**Run 1: pin map**

Scale: 4 px per µm. Pins as bars across the die edge, other pins in gray.
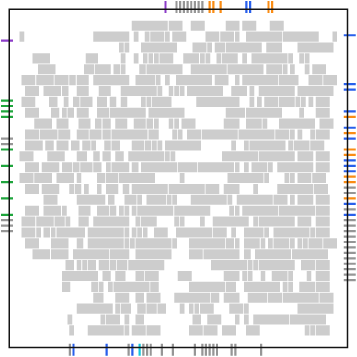
**Run 1: selected gate families**

Scale: 4 px per µm.
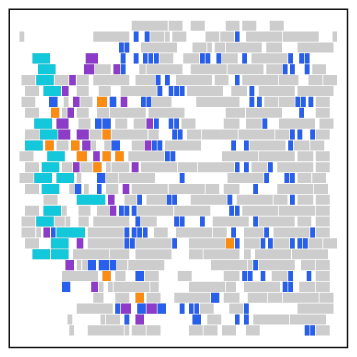
**Run 1: clock network drawn from the DEF**

Scale: 6 px per µm.
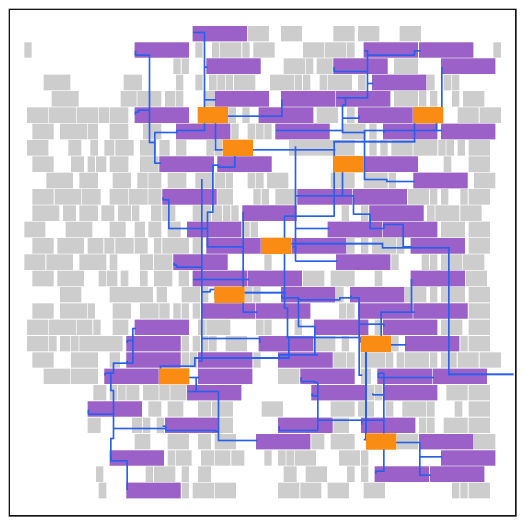
--- config.mk ---
export PLATFORM = sky130hd
export DESIGN_NAME = fb_pixel_writer
export DESIGN_NICKNAME = d
export VERILOG_FILES = /design/src/rtl/fb_pkg.sv /design/src/rtl/fb_xy_to_addr.sv /design/src/rtl/fb_pixel_writer.sv
export SDC_FILE = /design/constraint.sdc
export NUM_CORES = 1
export LEC_CHECK = 0
export ABC_CLOCK_PERIOD_IN_PS = 3600
export CORE_MARGIN = 2
export CORE_UTILIZATION = 53
export DETAILED_ROUTE_END_ITERATION = 8
export PLACE_DENSITY = 0.89
export SLEW_MARGIN = 20
export SYNTH_ARGS = -nofsm -noshare
export SYNTH_HDL_FRONTEND = slang
export SYNTH_SLANG_ARGS = --single-unit
export TNS_END_PERCENT = 50
--- constraint.sdc ---
create_clock -name clk -period 3.6 [get_ports clk]
set_input_delay 0.36 -clock clk [delete_from_list [all_inputs] [get_ports clk]]
set_output_delay 0.36 -clock clk [all_outputs]
set_load 0.02 [all_outputs]
--- src/rtl/fb_pkg.sv ---
// ---------------------------------------------------------------------------
// fb_pkg
// Shared definitions for the SRAM frame-buffer blocks. The pixel writer and
// the VGA pixel stream reader both use it.
//   AXI_RESP_OKAY : the only AXI write response that counts as success
//   wr_state_t    : states of the pixel writer's AXI write engine
// ---------------------------------------------------------------------------
package fb_pkg;

    localparam logic [1:0] AXI_RESP_OKAY = 2'b00;

    typedef enum logic [1:0] {
        IDLE,
        ADDR_DATA,
        WAIT_B
    } wr_state_t;

endpackage

--- src/rtl/fb_xy_to_addr.sv ---
// ---------------------------------------------------------------------------
// fb_xy_to_addr
// Combinational mapping of a screen coordinate to a linear frame-buffer
// address. Rows are stored back to back with a stride of H_VISIBLE words.
// Ports:
//   x    in  FB_X_BITS       column
//   y    in  FB_Y_BITS       row
//   addr out AXI_ADDR_WIDTH  y*H_VISIBLE + x, modulo 2**AXI_ADDR_WIDTH
// There is no range check here. Callers decide what to do with coordinates
// that fall off the screen.
// ---------------------------------------------------------------------------
module fb_xy_to_addr
    import fb_pkg::*;
#(
    parameter int H_VISIBLE      = 640,
    parameter int V_VISIBLE      = 480,
    parameter int AXI_ADDR_WIDTH = 20,
    localparam int FB_X_BITS     = $clog2(H_VISIBLE),
    localparam int FB_Y_BITS     = $clog2(V_VISIBLE)
) (
    input  logic [FB_X_BITS-1:0]      x,
    input  logic [FB_Y_BITS-1:0]      y,
    output logic [AXI_ADDR_WIDTH-1:0] addr
);

    localparam logic [AXI_ADDR_WIDTH-1:0] ROW_STRIDE = AXI_ADDR_WIDTH'(H_VISIBLE);

    // Every operand is widened to the address width first, so the product
    // never overflows a narrower intermediate.
    assign addr = AXI_ADDR_WIDTH'(y) * ROW_STRIDE + AXI_ADDR_WIDTH'(x);

endmodule

--- src/rtl/fb_pixel_writer.sv ---
// ---------------------------------------------------------------------------
// fb_pixel_writer
// AXI write master that stores (x, y, color) pixels into the SRAM frame
// buffer. One register stage (p1) holds the pixel and its linear address.
// Each in-range pixel becomes one single-beat AXI write. Out-of-range pixels
// are dropped and reported on the sticky oob flag.
// Ports:
//   clk, reset                      clock, asynchronous active-high reset
//   fbw_valid/fbw_ready             pixel request handshake
//   fbw_x, fbw_y, fbw_color         pixel coordinate and color
//   busy                            p1 occupied or an AXI write in flight
//   oob                             sticky: out-of-range pixel dropped
//   wr_err                          sticky: non-OKAY write response seen
//   sram_axi_aw*/w*/b*              AXI write channels toward the SRAM
// Only one write is outstanding at a time, so writes complete in the same
// order the pixels arrived.
// ---------------------------------------------------------------------------
module fb_pixel_writer
    import fb_pkg::*;
#(
    parameter int PIXEL_BITS     = 12,
    parameter int H_VISIBLE      = 640,
    parameter int V_VISIBLE      = 480,
    parameter int AXI_ADDR_WIDTH = 20,
    parameter int AXI_DATA_WIDTH = 16,
    localparam int FB_X_BITS     = $clog2(H_VISIBLE),
    localparam int FB_Y_BITS     = $clog2(V_VISIBLE)
) (
    input  logic                        clk,
    input  logic                        reset,
    input  logic                        fbw_valid,
    output logic                        fbw_ready,
    input  logic [FB_X_BITS-1:0]        fbw_x,
    input  logic [FB_Y_BITS-1:0]        fbw_y,
    input  logic [PIXEL_BITS-1:0]       fbw_color,
    output logic                        busy,
    output logic                        oob,
    output logic                        wr_err,
    output logic [AXI_ADDR_WIDTH-1:0]   sram_axi_awaddr,
    output logic                        sram_axi_awvalid,
    input  logic                        sram_axi_awready,
    output logic [AXI_DATA_WIDTH-1:0]   sram_axi_wdata,
    output logic [AXI_DATA_WIDTH/8-1:0] sram_axi_wstrb,
    output logic                        sram_axi_wvalid,
    input  logic                        sram_axi_wready,
    input  logic [1:0]                  sram_axi_bresp,
    input  logic                        sram_axi_bvalid,
    output logic                        sram_axi_bready
);

    // Reject parameter sets that cannot work: a color wider than the data
    // bus, or a frame larger than the address space.
    if (PIXEL_BITS > AXI_DATA_WIDTH) begin : g_bad_pixel_bits
        $error("fb_pixel_writer: PIXEL_BITS must not exceed AXI_DATA_WIDTH");
    end
    if (longint'(H_VISIBLE) * longint'(V_VISIBLE) > (longint'(1) << AXI_ADDR_WIDTH)) begin : g_bad_addr_width
        $error("fb_pixel_writer: frame does not fit in AXI_ADDR_WIDTH address bits");
    end

    // The limits are one bit wider than the coordinates so that a limit
    // equal to a power of two is still representable.
    localparam logic [FB_X_BITS:0] X_LIMIT = (FB_X_BITS + 1)'(H_VISIBLE);
    localparam logic [FB_Y_BITS:0] Y_LIMIT = (FB_Y_BITS + 1)'(V_VISIBLE);

    wr_state_t                 state;
    wr_state_t                 next_state;
    logic                      p1_valid;
    logic                      p1_inrange;
    logic [AXI_ADDR_WIDTH-1:0] p1_addr;
    logic [PIXEL_BITS-1:0]     p1_color;
    logic [AXI_ADDR_WIDTH-1:0] in_addr;
    logic                      in_inrange;
    logic                      accept;
    logic                      launch;
    logic                      discard;
    logic                      b_hs;
    logic                      aw_done;
    logic                      w_done;

    fb_xy_to_addr #(
        .H_VISIBLE      (H_VISIBLE),
        .V_VISIBLE      (V_VISIBLE),
        .AXI_ADDR_WIDTH (AXI_ADDR_WIDTH)
    ) u_xy_to_addr (
        .x    (fbw_x),
        .y    (fbw_y),
        .addr (in_addr)
    );

    assign in_inrange = ({1'b0, fbw_x} < X_LIMIT) && ({1'b0, fbw_y} < Y_LIMIT);

    // bready is tied high. Responses are always taken at once, including
    // stray ones that arrive while no write is outstanding.
    assign sram_axi_bready = 1'b1;
    assign sram_axi_wstrb  = '1;
    assign b_hs            = sram_axi_bvalid && sram_axi_bready;

    // A channel counts as done when its handshake has already happened
    // (valid dropped) or is happening in this cycle.
    assign aw_done = !sram_axi_awvalid || sram_axi_awready;
    assign w_done  = !sram_axi_wvalid  || sram_axi_wready;

    // p1 can leave in one of two ways. It launches when the write engine is
    // free, either idle or retiring its last write this cycle. It is
    // discarded when the pixel was off-screen. In both cases the slot is
    // free again in the same cycle, so the stream has no bubble.
    assign discard   = p1_valid && !p1_inrange;
    assign launch    = p1_valid && p1_inrange &&
                       ((state == IDLE) || ((state == WAIT_B) && b_hs));
    assign fbw_ready = !p1_valid || launch || discard;
    assign accept    = fbw_valid && fbw_ready;
    assign busy      = p1_valid || (state != IDLE);

    // Pipeline slot p1 holds one pixel. The address and range check are
    // computed on the way in. An accept in the same cycle the slot empties
    // refills it.
    always_ff @(posedge clk or posedge reset) begin
        if (reset) begin
            p1_valid   <= 1'b0;
            p1_inrange <= 1'b0;
            p1_addr    <= '0;
            p1_color   <= '0;
        end else if (accept) begin
            p1_valid   <= 1'b1;
            p1_inrange <= in_inrange;
            p1_addr    <= in_addr;
            p1_color   <= fbw_color;
        end else if (launch || discard) begin
            p1_valid   <= 1'b0;
        end
    end

    // State register of the write engine.
    always_ff @(posedge clk or posedge reset) begin
        if (reset) begin
            state <= IDLE;
        end else begin
            state <= next_state;
        end
    end

    // Next-state logic. From ADDR_DATA the engine waits until both the
    // address and data handshakes are done, in either order. A response
    // that arrives outside WAIT_B has no effect on the state.
    always_comb begin
        next_state = state;
        case (state)
            IDLE: begin
                if (launch) begin
                    next_state = ADDR_DATA;
                end
            end
            ADDR_DATA: begin
                if (aw_done && w_done) begin
                    next_state = WAIT_B;
                end
            end
            WAIT_B: begin
                if (b_hs) begin
                    next_state = launch ? ADDR_DATA : IDLE;
                end
            end
            default: begin
                next_state = IDLE;
            end
        endcase
    end

    // AXI address and data channels. Both valids rise together on launch.
    // After that, each one drops on its own handshake.
    always_ff @(posedge clk or posedge reset) begin
        if (reset) begin
            sram_axi_awvalid <= 1'b0;
            sram_axi_wvalid  <= 1'b0;
            sram_axi_awaddr  <= '0;
            sram_axi_wdata   <= '0;
        end else if (launch) begin
            sram_axi_awvalid <= 1'b1;
            sram_axi_wvalid  <= 1'b1;
            sram_axi_awaddr  <= p1_addr;
            sram_axi_wdata   <= AXI_DATA_WIDTH'(p1_color);
        end else begin
            if (sram_axi_awvalid && sram_axi_awready) begin
                sram_axi_awvalid <= 1'b0;
            end
            if (sram_axi_wvalid && sram_axi_wready) begin
                sram_axi_wvalid <= 1'b0;
            end
        end
    end

    // Sticky status flags. Only reset clears them. An error is recorded
    // only for the response to our own outstanding write.
    always_ff @(posedge clk or posedge reset) begin
        if (reset) begin
            oob    <= 1'b0;
            wr_err <= 1'b0;
        end else begin
            if (discard) begin
                oob <= 1'b1;
            end
            if (b_hs && (state == WAIT_B) && (sram_axi_bresp != AXI_RESP_OKAY)) begin
                wr_err <= 1'b1;
            end
        end
    end

endmodule

==> summary.txt, run 1 <==
Status of the implementation.

- The worst setup slack for register-to-register paths is 1350 ps, for reference.
- The post-synthesis cell type with the largest combined area is sky130_fd_sc_hd__dfrtp_1, for reference.
- The number of global-route vias before repair came to 2476.
- The data arrival time of the critical path is 3130 ps, for reference.
- Per the log, the first TritonRoute iteration ended with a DRC count of 143.
- The cell with the biggest individual delay on the critical path is sky130_fd_sc_hd__clkdlybuf4s50_1, for reference.
- For this block, the routed nets add up to 6890 µm of wire.
- The region available for standard cell placement spans 6280 µm².
- The biggest combinational cell group after synthesis is simple AND/OR/NAND/NOR gates, for reference.
- The number of design rule violations left after detail routing is 0, for reference.
- The adder-cell share of the synthesized area is 7.42%, for reference.
- Hold analysis lists the worst path endpoint as oob$_DFFE_PP0P_.
- The most common logic cells in the final layout are sky130_fd_sc_hd__nand2_1 (112), sky130_fd_sc_hd__clkdlybuf4s50_1 (76), sky130_fd_sc_hd__dfrtp_1 (72), sky130_fd_sc_hd__mux2_2 (20), sky130_fd_sc_hd__ha_1 (17).
- The flow ran to the end, and the final reports show no timing, DRC or antenna violations.
- The global placement routability congestion is 0.871, for reference.
- The number of setup buffers added after CTS is 0.
- Looking at the max-slew report, the worst-margin pin has a slew of slightly below 900 ps.
- The post-synthesis register bit count is 72, for reference.
- The count of cells along the worst register-to-register path is 6, for reference.
- The required arrival time at the worst endpoint is 3870 ps, for reference.
- Routing resource usage on met2 recorded by global route was 34.8%.
- The worst setup path is of the input pin to flip-flop kind.
- In this run the count of I/O pins placed on the die edge is 84.
- The detailed-routing iteration count for the pre-antenna-repair pass is 5, for reference.
- The maximum level of the CTS H-tree is 3, for reference.
- The post-synthesis mux area share is 6.94%, for reference.
- The residual overflow from global routing is 0, for reference.
- The number of logged tool warnings is 26, for reference.
- The fraction of registers with async set/reset is 100%, for reference.
- The total count of max-transition violations in the final report is 0, for reference.
- Yosys attributes the largest share of cell area to sky130_fd_sc_hd__dfrtp_1 (53%), sky130_fd_sc_hd__nand2_1 (12%), sky130_fd_sc_hd__mux2_2 (6.6%), sky130_fd_sc_hd__ha_1 (6.2%), sky130_fd_sc_hd__xnor2_1 (2.3%).
- For reference, compound AND-OR and OR-AND cells occupy 6.17% of the area reported after synthesis.
- In this run the worst hold path is classified as flip-flop to flip-flop.
- The routed wire length per instance is 13.8 µm, for reference.
- The number of antenna violations at the first check in global routing is 0, for reference.
- The share of layout cells above drive strength 1 is 10.7%, for reference.
- The flow reports that combinational logic draws ~40% of the design power.
- The number of buffers on the longest clock path is 2, for reference.
- The launch point of the worst register-to-register path is recorded as state[1]$_DFFE_PP0P_.
- The area growth from synthesis to layout is 29.5%.
- The total half-perimeter wirelength after legalization and detailed placement is 4940 µm, for reference.
- Walking the worst path, the cells encountered are clkdlybuf4s50_1 -> ha_1 -> ha_1 -> inv_1 -> fa_1 -> nand2b_1 -> or2_1 -> nor3_1 -> nand4_1 -> or4_1 -> nand3_1.
- Summing the areas of all xor and xnor instances in the mapped netlist gives 3.86% of the synthesized area.
- The startpoint kind of the worst setup timing path is an input pin, for reference.
- In this run, flip-flops and latches consume 40.0% of the power.
- The area fraction of the dominant cell type after synthesis is between 50 and 60%, for reference.
- In the global route stage, met1 resource usage came out at between 20% and 30%.
- Per the Yosys statistics, synthesis produced approximately 340 cells.
- Endpoints failing hold in the final report were tallied at 0.
- For reference, the post-synthesis area per instance comes to 10.1 µm².
-- 'pin map' (at the start) --
[sram_axi_wdata] blue | pins: 16 | direction: output | edge: 11 right, 3 bottom, 2 top
[fbw_y] green | pins: 9 | direction: input | edge: left
[wr_err] cyan | pins: 1 | direction: output | edge: bottom
[fbw_color] orange | pins: 12 | direction: input | edge: 7 right, 5 top
[sram_axi_wstrb] purple | pins: 2 | direction: output | edge: 1 top, 1 left
die outline height: 84.2 µm
Die Wd: 84.2 µm
input/output buffers: 76

-- 'selected gate families' (at the start) --
[aoi and oai cells] purple | cells: 27 | most used: o21ai_0
[fa/ha/maj cells] cyan | cells: 19 | most used: ha_1
[and/or cells] orange | cells: 12 | most used: and3_1
[nand cells] blue | cells: 128 | most used: nand2_1
Final Instance Count excl. Fillers: 498
most frequent standard cell in the layout excluding fill and tap cells: sky130_fd_sc_hd__nand2_1
logic gate fraction of the total cell area: 33.8%

-- 'clock network drawn from the DEF' (at the start) --
[flip-flops] purple | count: 72
[clock wires] blue | length: 821 µm
[clock-net drivers] orange | count: 9
routed clock nets: 10
Clock Skews: 7.31 ps
Clock net power: 610 µW
clk ins delay skew pair: 340 ps

-- run 1: cells in the mapped netlist, drive strengths merged (2+ instances only) --
library cell / number
conb: 2
nand2: 113
mux2: 21
nor2: 4
inv: 10
clkbuf: 9
nand2b: 8
dfrtp: 72
o21ai: 12
o22ai: 2
buf: 9
or2: 4
xnor2: 9
nand3: 4
nand4: 2
fa: 2
a21oi: 5
a21o: 5
xor2: 6
a221oi: 2
ha: 17
and3: 4
-- run 1: critical path, delay by kind of cell --
family	cells	cell delay (ps)
AND/OR/NAND/NOR	6	1240
adder cells (fa/ha/maj)	3	990
buffers and inverters	2	530
-- run 1: power groups by stage --
stage | Clock [µW] | Sequential, µW | Combinational, µW
after floorplan | 0 | 1480 | 553
after global placement | 0 | 1270 | 1270
after detailed placement | 0 | 1290 | 1310
after CTS | 626 | 1270 | 1320
after global routing | 664 | 1310 | 1420
final | 610 | 1270 | 1300
-- run 1: worst max-delay path by stage --
stage                     slack [ps]                      end  cells after the start  startpoint
final                            740  p1_addr[17]$_DFFE_PP0P_                     11    fbw_y[1]
after global routing             540  p1_addr[18]$_DFFE_PP0P_                     11    fbw_y[1]
after CTS                        750  p1_addr[17]$_DFFE_PP0P_                     11    fbw_y[1]
after detailed placement         390  p1_addr[17]$_DFFE_PP0P_                     11    fbw_y[1]
after global placement           500  p1_addr[17]$_DFFE_PP0P_                     11    fbw_y[1]
after floorplan                 1050  p1_addr[17]$_DFFE_PP0P_                     10    fbw_y[1]
-- run 1: sequential cells by signal (all words and copies together), names as in the netlist --
signal / flops
p1_color: 12
p1_addr: 20
wr_err: 1
sram_axi_awaddr: 20
oob: 1
sram_axi_awvalid: 1
p1_valid: 1
sram_axi_wdata: 12
p1_inrange: 1
state: 2
sram_axi_wvalid: 1
-- run 1: per-layer routing --
layer / wire length, µm / vias to the layer above
met3: 380 / 12
met2: 3490 / 73
met1: 2920 / 1205
met5: 0 / -
met4: 99 / 0
li1: - / 1253
-- run 1: cell type report --
class	instances	area, µm²
multi-input combinational	242	1490
tap	77	96.3
fill	475	1860
timing repair buffer	81	798
clock buffer	11	131
sequential	72	1800
inverter	10	37.5
clock inverter	5	57.6
-- run 1: logic make-up after synthesis --
| logic type | after synthesis |
|---|---|
| other cells | 2 |
| mux | 21 |
| flops | 72 |
| fa+ha+maj | 19 |
| compound gates | 33 |
| buf+inv | 28 |
| xor+xnor | 15 |
| simple gates | 147 |
-- run 1: stage by stage --
stage                     worst slack [ps]  util, %  cells  area, µm²
after floorplan                       1050        -    342       3430
after global placement                 499     67.3    482       4220
after detailed placement               394     67.3    482       4220
after CTS                              752     70.3    498       4410
after global routing                   544     70.3    498       4410
final                                  736     70.3    498       4410
**Run 1: clock routing**

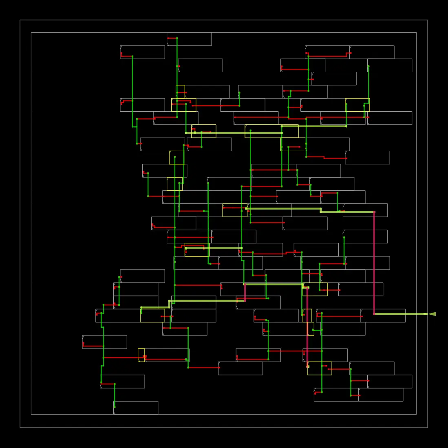

--- run 2 (diff from run 1) ---
--- a/config.mk
+++ b/config.mk
@@ -5,11 +5,11 @@
 export SDC_FILE = /design/constraint.sdc
 export NUM_CORES = 1
 export LEC_CHECK = 0
-export ABC_CLOCK_PERIOD_IN_PS = 3600
+export ABC_CLOCK_PERIOD_IN_PS = 2590
 export CORE_MARGIN = 2
-export CORE_UTILIZATION = 53
+export CORE_UTILIZATION = 45
 export DETAILED_ROUTE_END_ITERATION = 8
-export PLACE_DENSITY = 0.89
+export PLACE_DENSITY = 0.81
 export SLEW_MARGIN = 20
 export SYNTH_ARGS = -nofsm -noshare
 export SYNTH_HDL_FRONTEND = slang
==> constraint.sdc (replaced) <==
create_clock -name clk -period 2.59 [get_ports clk]
set_input_delay 0.259 -clock clk [delete_from_list [all_inputs] [get_ports clk]]
set_output_delay 0.259 -clock clk [all_outputs]
set_load 0.02 [all_outputs]
**Run 2: clock routing**

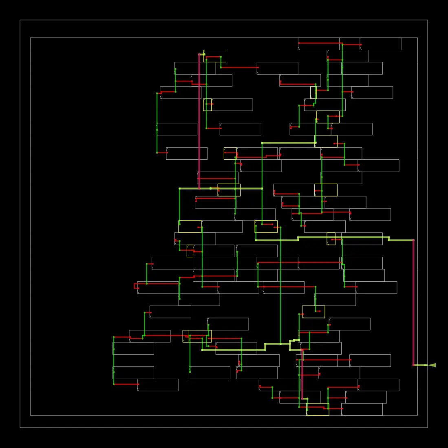
layout clock buffer count: 13
Num CTS Buffers: 9

==> run 2 against run 1 <==
  * First-iteration DRC count is 27% lower
  * Utilization is 6.1 points lower
  * Register-to-register slack worse by 670 ps
==> summary.txt, run 2 <==
Status of the implementation.

- The number of buffers added to fix hold violations after cts is 0, for reference.
- Relative to the synthesized area, the layout overhead comes to 37.5%.
- The count of buffers inserted at the top-level ports is between 70 and 80, for reference.
- By count the netlist is led by sky130_fd_sc_hd__nand2_1 (112), sky130_fd_sc_hd__dfrtp_1 (72), sky130_fd_sc_hd__mux2_2 (20), sky130_fd_sc_hd__ha_1 (17), sky130_fd_sc_hd__inv_1 (10).
- The residual overflow from global routing is 0, for reference.
- Counting both buffers and inverters, the worst setup path holds a total of 2.
- The run finished with clean final reports.
- The global placement routability congestion is 0.830, for reference.
- The number of logged tool warnings is 26, for reference.
- STA classifies the critical path startpoint as an input pin.
- The worst hold path class is input pin to async pin, for reference.
- The summed standard-cell area reported by yosys is approximately 3400 µm², for reference.
- The main flop type after synthesis is sky130_fd_sc_hd__dfrtp_1, for reference.
- The share of layout cells above drive strength 1 is 17.3%, for reference.
- The number of design rule violations left after detail routing is 0, for reference.
- For this block, the routed nets add up to 7390 µm of wire.
- The script extracted a total leakage power of 0.00227 µW.
- Timing would allow up to 401 MHz.
- The number of antenna violations at the first check in global routing came to 0.
- The number of instances in the synthesized netlist is 337, for reference.
- The maximum level of the CTS H-tree is 3, for reference.
- CTS reports a maximum clock tree buffer depth of 2.
- The tightest hold path in the finished design has a slack of 258 ps.
- The area of the die is approximately 8300 µm², for reference.
- The floorplan core density is 46.7%, for reference.
- The cell area that synthesis handed to floorplanning was 3410 µm².
- The worst VDD IR drop from the latest analysis is roughly 0.34 mV.
- The pin count of the biggest net entering global routing is 42, for reference.
- The post-synthesis cell type with the largest combined area is sky130_fd_sc_hd__dfrtp_1, for reference.
- 84 I/O pins were placed.
- Across every metal layer, demand over resource in global routing totals between 10% and 20%.
- The final net count is 493, for reference.
- The mean instance size in the synthesized netlist is 10.1 µm², for reference.
- The total count of max-transition violations in the final report is 0, for reference.
- The clock period minus worst slack is 2500 ps, for reference.
- In this run the maximum-capacitance check reported violations numbering 0.
- The share of the Yosys chip area taken by registers is between 50% and 60%.
- Walking the worst path, the cells encountered are dlygate4sd2_1 -> ha_1 -> ha_2 -> inv_2 -> fa_1 -> nand2b_4 -> or2_4 -> nor3_4 -> nand4_1 -> or4_1 -> nand3_1.
- In the post-synthesis netlist, the biggest area contributors are sky130_fd_sc_hd__dfrtp_1 (53%), sky130_fd_sc_hd__nand2_1 (12%), sky130_fd_sc_hd__mux2_2 (6.6%), sky130_fd_sc_hd__ha_1 (6.2%), sky130_fd_sc_hd__xnor2_1 (2.3%).
- The number of global-route vias before repair is around 2800.
- The total of endpoints with negative setup slack in the final report is 0, for reference.
- The clock network latency to the later pin of the worst-skew pair is 340 ps, for reference.
- Per the cell usage report, the commonest logic cells after layout are sky130_fd_sc_hd__nand2_1 (112), sky130_fd_sc_hd__dfrtp_1 (72), sky130_fd_sc_hd__clkdlybuf4s50_1 (70), sky130_fd_sc_hd__buf_4 (22), sky130_fd_sc_hd__mux2_2 (20).
- The timing report gives the clock slew at the launch and capture registers of the worst setup and hold paths as 70 ps.
- The timing report shows that the slowest cell on the worst path is sky130_fd_sc_hd__or4_1.
- In this run the critical register-to-register path is launched from state[1]$_DFFE_PP0P_.
- OpenSTA lists the critical path startpoint as fbw_y[3].
- The total half-perimeter wirelength after legalization and detailed placement is ~5200 µm, for reference.
- The placement row count is 31, for reference.
- The core box area is ~7300 µm², for reference.
- Once synthesis finished, the tally of register bits stood at between 70 and 80.
- The final setup skew is 5.99 ps, for reference.
- For the worst setup path, the data required time is 2860 ps.
- In the setup report, the worst path falls into the class input pin to flip-flop.
- Dividing the detail-routed via count by the number of cells gives about 5.
- The number of standard cells reported by yosys is approximately 340, for reference.
- The kind of cell with the highest combined delay along the critical path is simple AND/OR/NAND/NOR gates.
- The sink count of the clock tree is 72, for reference.
- At the worst endpoint, the arrival time is 2770 ps.
- The clock root buffer is sky130_fd_sc_hd__clkbuf_8, for reference.
- The fraction of registers with async set/reset is 100%, for reference.
- Dividing the detail-routed wire length by the instance count gives around 14 µm.
- The chip width is roughly 91 µm, for reference.
- The cell with the most instances after synthesis is sky130_fd_sc_hd__nand2_1, for reference.
- The largest registers in the layout are p1_addr: 20 flops, sram_axi_awaddr: 20 flops.
- The completed layout was analyzed and its total power is 4440 µW.
- The top cell type by area accounts for a little over half of the synthesized area.
- Fill cells in the final layout number just under 600.
- Measured along the y axis, the die boundary spans 91.0 µm.
- Among logic cells in the layout, the one with the most instances is sky130_fd_sc_hd__nand2_1.
- The hold violation total from the final report is 0, for reference.
- The maximum net fanout on the critical path is 3, for reference.
- The starting DRC count in detailed routing is 104, for reference.
- The detailed-routing iteration count for the pre-antenna-repair pass is 4, for reference.
- The number of flops mapped to enable cells by yosys is 0, for reference.
[run 2: cell families (layout without fill, tap and decap cells)]
| logic type | count (synthesis) | in the layout | synth area share [%] |
|---|---|---|---|
| simple gates | 147 | 147 | 18.6 |
| flops | 72 | 72 | 52.9 |
| compound gates | 33 | 33 | 6.17 |
| buf+inv | 28 | 126 | 3.93 |
| mux | 21 | 21 | 6.94 |
| fa+ha+maj | 19 | 19 | 7.42 |
| xor+xnor | 15 | 15 | 3.86 |
| other cells | 2 | 7 | 0.220 |
[run 2: final cells by class]
| type | instances | area [µm²] | area share (%) |
|---|---|---|---|
| sequential | 72 | 1800 | 38.5 |
| multi-input combinational | 242 | 1580 | 33.7 |
| timing repair buffer | 100 | 977 | 20.9 |
| clock buffer | 13 | 149 | 3.18 |
| tap | 99 | 124 | 2.64 |
| inverter | 10 | 37.5 | 0.801 |
| clock inverter | 3 | 17.5 | 0.374 |
[run 2: worst register-to-register path, delay by kind of cell (launching register included)]
| kind | cells | cell delay, ps |
|---|---|---|
| simple gates | 4 | 790 |
| mux | 1 | 380 |
| buf+inv | 1 | 230 |
| flops | 1 | 380 |
[run 2: path summary, 6_finish.rpt]
| kind | end | slack, ps | depth (start not counted) |
|---|---|---|---|
| worst max-delay path | p1_addr[17]$_DFFE_PP0P_ | 90 | 11 |
| worst min-delay path | sram_axi_wdata[7]$_DFFE_PP0P_ | 260 | 2 |
| worst max register to register | p1_color[9]$_DFFE_PP0P_ | 680 | 6 |
| worst min register to register | oob$_DFFE_PP0P_ | 460 | 1 |
| max in group asynchronous | sram_axi_awaddr[13]$_DFFE_PP0P_ | 1730 | 3 |
| min in group clk | p1_addr[7]$_DFFE_PP0P_ | 380 | 3 |
[run 2: power breakdown]
group / switching, µW / total [µW] / leakage, µW / internal [µW]
clock network: 374 / 746 / 0.0000834 / 371
logic: 1020 / 1920 / 0.00131 / 903
registers: 224 / 1770 / 0.000874 / 1540
total: 1620 / 4440 / 0.00227 / 2820
[run 2: repair_timing]
item | 4_1_cts | 5_1_grt
pin swaps | 6 | 9
gates resized | 7 | 13
buffers inserted | 0 | 1
endpoints found under the setup margin | 1 | 3
[run 2: metrics by stage]
| stage | util, % | worst slack, ps | instance area, µm² | cells |
|---|---|---|---|---|
| final | 64.2 | 94.1 | 4680 | 539 |
| after global routing | 64.2 | -12.4 | 4680 | 539 |
| after CTS | 63.1 | 3.97 | 4600 | 538 |
| after global placement | 60.5 | -347 | 4410 | 522 |
| after detailed placement | 60.5 | -438 | 4410 | 522 |
| after floorplan | - | 140 | 3430 | 342 |
[run 2: routing by layer]
| layer | global-route usage (%) | vias to the layer above | part of all wire (%) |
|---|---|---|---|
| li1 | - | 1296 | - |
| met1 | 23.1 | 1252 | 44 |
| met2 | 31.0 | 87 | 49 |
| met3 | 5.06 | 14 | 5.1 |
| met4 | 7.45 | 0 | 2.0 |
| met5 | 0 | - | 0 |
**Run 2: pin map**

Scale: 4 px per µm. Pins as bars across the die edge, other pins in gray.
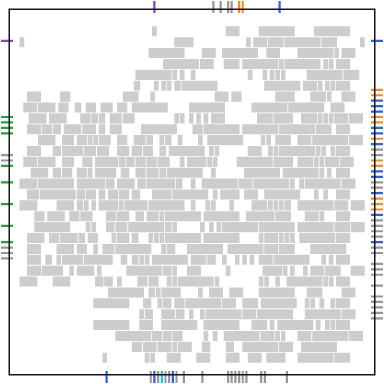

--- run 3 (diff from run 2) ---
--- a/config.mk
+++ b/config.mk
@@ -9,6 +9,7 @@
 export CORE_MARGIN = 2
 export CORE_UTILIZATION = 45
 export DETAILED_ROUTE_END_ITERATION = 8
+export GPL_TIMING_DRIVEN = 0
 export PLACE_DENSITY = 0.81
 export SLEW_MARGIN = 20
 export SYNTH_ARGS = -nofsm -noshare
**Run 3: pin map**

Scale: 4 px per µm. Pins as bars across the die edge, other pins in gray.
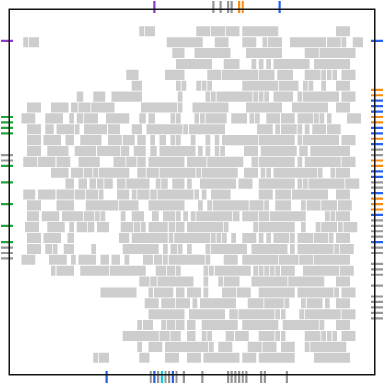
Die Wd: 91.0 µm
die outline height: 91.0 µm

==> run 3 against run 2 <==
  * Setup slack gained 8.0 ps
  * Clock skew increased by 9.8 ps
  * Cell area grew 0.21%
  * Wire length fell by 4.3%
  * Non-clock buffer count fell by 2
  * Flip-flop count stayed put
  * Global-route usage shrank 0.30 points
  * Die area unchanged
  * Combinational power about the same
  * Count of clock-buffer cells in the layout down 3
  * Synthesized cell count stayed put
==> summary.txt, run 3 <==
Status of the implementation.

- The final setup skew is 15.7 ps, for reference.
- The uppermost signal routing layer after detailed routing is met4, for reference.
- The count of cells along the worst register-to-register path is 6, for reference.
- In the CTS report, the clock slew at the register clock pins of the worst setup and hold paths is listed as 80 ps.
- The worst ir drop on vdd is around 0.36 mV, for reference.
- The first-pass GRT wire length is 12200 µm, for reference.
- Entering global routing, the biggest net connects 52 pins.
- The power density over the cells is roughly 980 nW/µm², for reference.
- The worst hold path class is input pin to async pin, for reference.
- In the post-synthesis netlist, the biggest area contributors are sky130_fd_sc_hd__dfrtp_1 (53%), sky130_fd_sc_hd__nand2_1 (12%), sky130_fd_sc_hd__mux2_2 (6.6%), sky130_fd_sc_hd__ha_1 (6.2%), sky130_fd_sc_hd__xnor2_1 (2.3%).
- The commonest cells after synthesis are sky130_fd_sc_hd__nand2_1 (112), sky130_fd_sc_hd__dfrtp_1 (72), sky130_fd_sc_hd__mux2_2 (20), sky130_fd_sc_hd__ha_1 (17), sky130_fd_sc_hd__inv_1 (10).
- For this run, the register share of the synthesized area comes to 52.9%.
- The worst path in the final design needs a cycle of 2490 ps, including I/O delays and setup.
- The number of logged tool warnings is 27, for reference.
- The detailed route wirelength on metal2 is 3280 µm, for reference.
- The synthesized design contains 72 register bits.
- Looking at the clock tree report, the H-tree level count equals 3.
- The most instantiated logic cell after routing is sky130_fd_sc_hd__nand2_1, for reference.
- The flow ran to the end, and the final reports show no timing, DRC or antenna violations.
- The clock network latency to the later pin of the worst-skew pair is 340 ps, for reference.
- CTS added clock buffers totalling 9.
- For this run, the leading register cell type out of synthesis is sky130_fd_sc_hd__dfrtp_1.
- TritonCTS built the clock tree.
- The number of antenna violations at the first check in global routing is 0, for reference.
- Per the synthesis report, the single largest cell type by area occupies 52.9% of cell area.
- The data arrival time reported for the critical path is 2760 ps.
- For this run, the detailed router's first-pass iteration total came to 4.
- The core box area is 7290 µm², for reference.
- The floorplan step records an initial core utilization of 46.7%.
- In this run the critical register-to-register path is captured at p1_addr[7]$_DFFE_PP0P_.
- The global placement routability congestion is 0.852, for reference.
- The number of buffers on the longest clock path is 2, for reference.
- Summing internal, switching and leakage power gives 4620 µW.
- The net count of the finished layout is 491.
- In the global route stage, overall resource usage came out at 18.3%.
- Post-synthesis, Yosys gives the total cell area as 3410 µm².
- The cell with the most instances after synthesis is sky130_fd_sc_hd__nand2_1, for reference.
- The post-route antenna net violation count is 0, for reference.
- The count of different cell masters after synthesis is 43, for reference.
- The registers reported with the highest flop counts are p1_addr: 20 flops, sram_axi_awaddr: 20 flops.
- The number of maximum-capacitance violations is 0, for reference.
- Summed over all nets, the half-perimeter wirelength after detailed placement is roughly 5300 µm.
- The fraction of registers with async set/reset is 100%, for reference.
- Pins over their slew limit in the final report were tallied at 0.
- After layout, the worst path uses 96.1% of the clock period.
- The area of the die is a little over 8000 µm², for reference.
- In the layout the commonest cells are sky130_fd_sc_hd__nand2_1 (112), sky130_fd_sc_hd__clkdlybuf4s50_1 (74), sky130_fd_sc_hd__dfrtp_1 (72), sky130_fd_sc_hd__mux2_2 (20), sky130_fd_sc_hd__ha_1 (15).
- Dividing the synthesized area by the synthesized cell count gives 10.1 µm².
- Setup repair after global routing could not meet its margin everywhere.
- In this run the tool buffered the top-level ports with around 76 buffer cells.
- The layout overhead on the synthesized area is 37.8%, for reference.
- For this run the aggregate overflow at the end of global routing stands at 0.
- The synthesized netlist occupies a cell area of approximately 3400 µm².
- The worst setup slack for register-to-register paths is 610 ps, for reference.
- The clock root buffer is sky130_fd_sc_hd__clkbuf_8, for reference.
- The number of global-route vias before repair was 2588.
- The total of endpoints with negative setup slack in the final report is 0, for reference.
- After detailed routing, the wire length on met1 is 3300 µm.
- The number of cells reported by Yosys stat comes to 337.
- The script logs the ratio of routed vias to standard cells as 4.88.
- The number of instances in the synthesized netlist is 337, for reference.
- The placed instances occupy a cell area of 4340 µm².
- Per the timing report, the achievable frequency comes out to 402 MHz.
- The post-synthesis cell type with the largest combined area is sky130_fd_sc_hd__dfrtp_1, for reference.
- The starting DRC count in detailed routing is 112, for reference.
- STA puts the critical path data required time at 2860 ps.
- The wire length recorded after detailed routing is 7070 µm.
- The maximum net fanout on the critical path is 3, for reference.
- The leakage component of the power was reported as 0.00222 µW.
- According to the I/O placement log, the pin count is 84.
- The worst register-to-register path begins at state[1]$_DFFE_PP0P_.
- The routed wire length on met3 is 398 µm, for reference.
- The number of design rule violations left after detail routing is 0, for reference.
- The number of flops mapped to enable cells by yosys is 0, for reference.
- The routed wire length per instance is 13.2 µm, for reference.
- The worst setup path is launched from an input pin.
- The setup path with the least slack is of type input pin to flip-flop.
- The placement row count is 31, for reference.
- The sink count of the clock tree is 72, for reference.
- Summing all non-filler instances in the final layout gives an area of 4690 µm².
- Endpoints failing hold in the final report were tallied at 0.
- In the final layout, the share of cells above drive strength 1 is between 15 and 20%.
run 3: netlist changes by cell type in the layout (fill, tap and decap cells not counted), sizes merged:
| cell | before | now |
|---|---|---|
| dlygate4sd2 | 1 | 2 |
| dlymetal6s2s | 5 | 0 |
| buf | 24 | 13 |
| clkbuf | 13 | 19 |
| bufinv | 0 | 2 |
| clkdlybuf4s50 | 70 | 74 |
| clkinv | 2 | 3 |
run 3: through the flow:
stage | setup TNS [ps] | utilization, % | cells | worst slack [ps] | hold WS [ps]
global route | -31.8 | 64.4 | 537 | -31.8 | 276
CTS | 0 | 63.8 | 537 | 63.2 | 267
detailed placement | -2090 | 59.5 | 518 | -576 | 448
global placement | -43140 | 59.1 | 517 | -576 | 439
floorplan | 0 | - | 342 | 140 | 355
finish | 0 | 64.4 | 537 | 102 | 255
run 3: logic make-up after synthesis:
group                    after synthesis  share of synthesized area, %
AND-OR/OR-AND                         33                          6.17
XOR/XNOR                              15                          3.86
adder cells (fa/ha/maj)               19                          7.42
buffers and inverters                 28                          3.93
flip-flops                            72                          52.9
multiplexers                          21                          6.94
other                                  2                         0.220
AND/OR/NAND/NOR                      147                          18.6
run 3: area by class of cell:
cell class | count | area [µm²]
Inverter | 10 | 40.0
Tap cell | 99 | 124
Clock buffer | 10 | 128
Timing Repair Buffer | 80 | 808
Multi-Input combinational cell | 242 | 1600
Buffer | 18 | 96.3
Sequential cell | 72 | 1800
Clock inverter | 6 | 93.8
Fill cell | 587 | 2600
run 3: worst max-delay path by stage:
stage	start	to	slack [ps]	cells after the start
3_3_place_gp	reset	wr_err$_DFFE_PP0P_	-580	2
6_report	fbw_y[0]	p1_addr[17]$_DFFE_PP0P_	100	11
3_5_place_dp	fbw_y[1]	p1_addr[18]$_DFFE_PP0P_	-580	11
4_1_cts	fbw_y[5]	p1_addr[17]$_DFFE_PP0P_	60	9
2_1_floorplan	fbw_y[1]	p1_addr[17]$_DFFE_PP0P_	140	10
5_1_grt	fbw_y[0]	p1_addr[17]$_DFFE_PP0P_	-30	11
run 3: power breakdown:
part           internal (µW)  total, µW  switching [µW]
clock network            547        959             412
registers               1540       1770             226
logic                    877       1890            1010
total                   2970       4620            1650
run 3: what timing repair did:
| item | in CTS | in global routing |
|---|---|---|
| buffers inserted | 3 | 0 |
| setup endpoints to repair | 3 | 2 |
| pin swaps | 6 | 3 |
| hold buffers | 0 | 0 |
| cloned | 0 | 0 |
| gates resized | 16 | 6 |
run 3: per-layer routing:
layer / GRT usage, % / vias up
met1: 24.0 / 1248
met2: 30.0 / 79
met4: 6.19 / 0
met3: 4.40 / 9
met5: 0 / -
li1: - / 1287
run 3: critical path, cell delays in order:
cell and delay, ps:
sky130_fd_sc_hd__clkdlybuf4s50_1 490, sky130_fd_sc_hd__ha_1 160, sky130_fd_sc_hd__ha_2 180, sky130_fd_sc_hd__inv_1 60, sky130_fd_sc_hd__fa_2 360, sky130_fd_sc_hd__and2b_1 230, sky130_fd_sc_hd__o221ai_2 130, sky130_fd_sc_hd__a21oi_2 180
sky130_fd_sc_hd__xnor2_2 120, sky130_fd_sc_hd__or4_1 500, sky130_fd_sc_hd__nand3_1 90
Power and IR drop assume default switching activity.
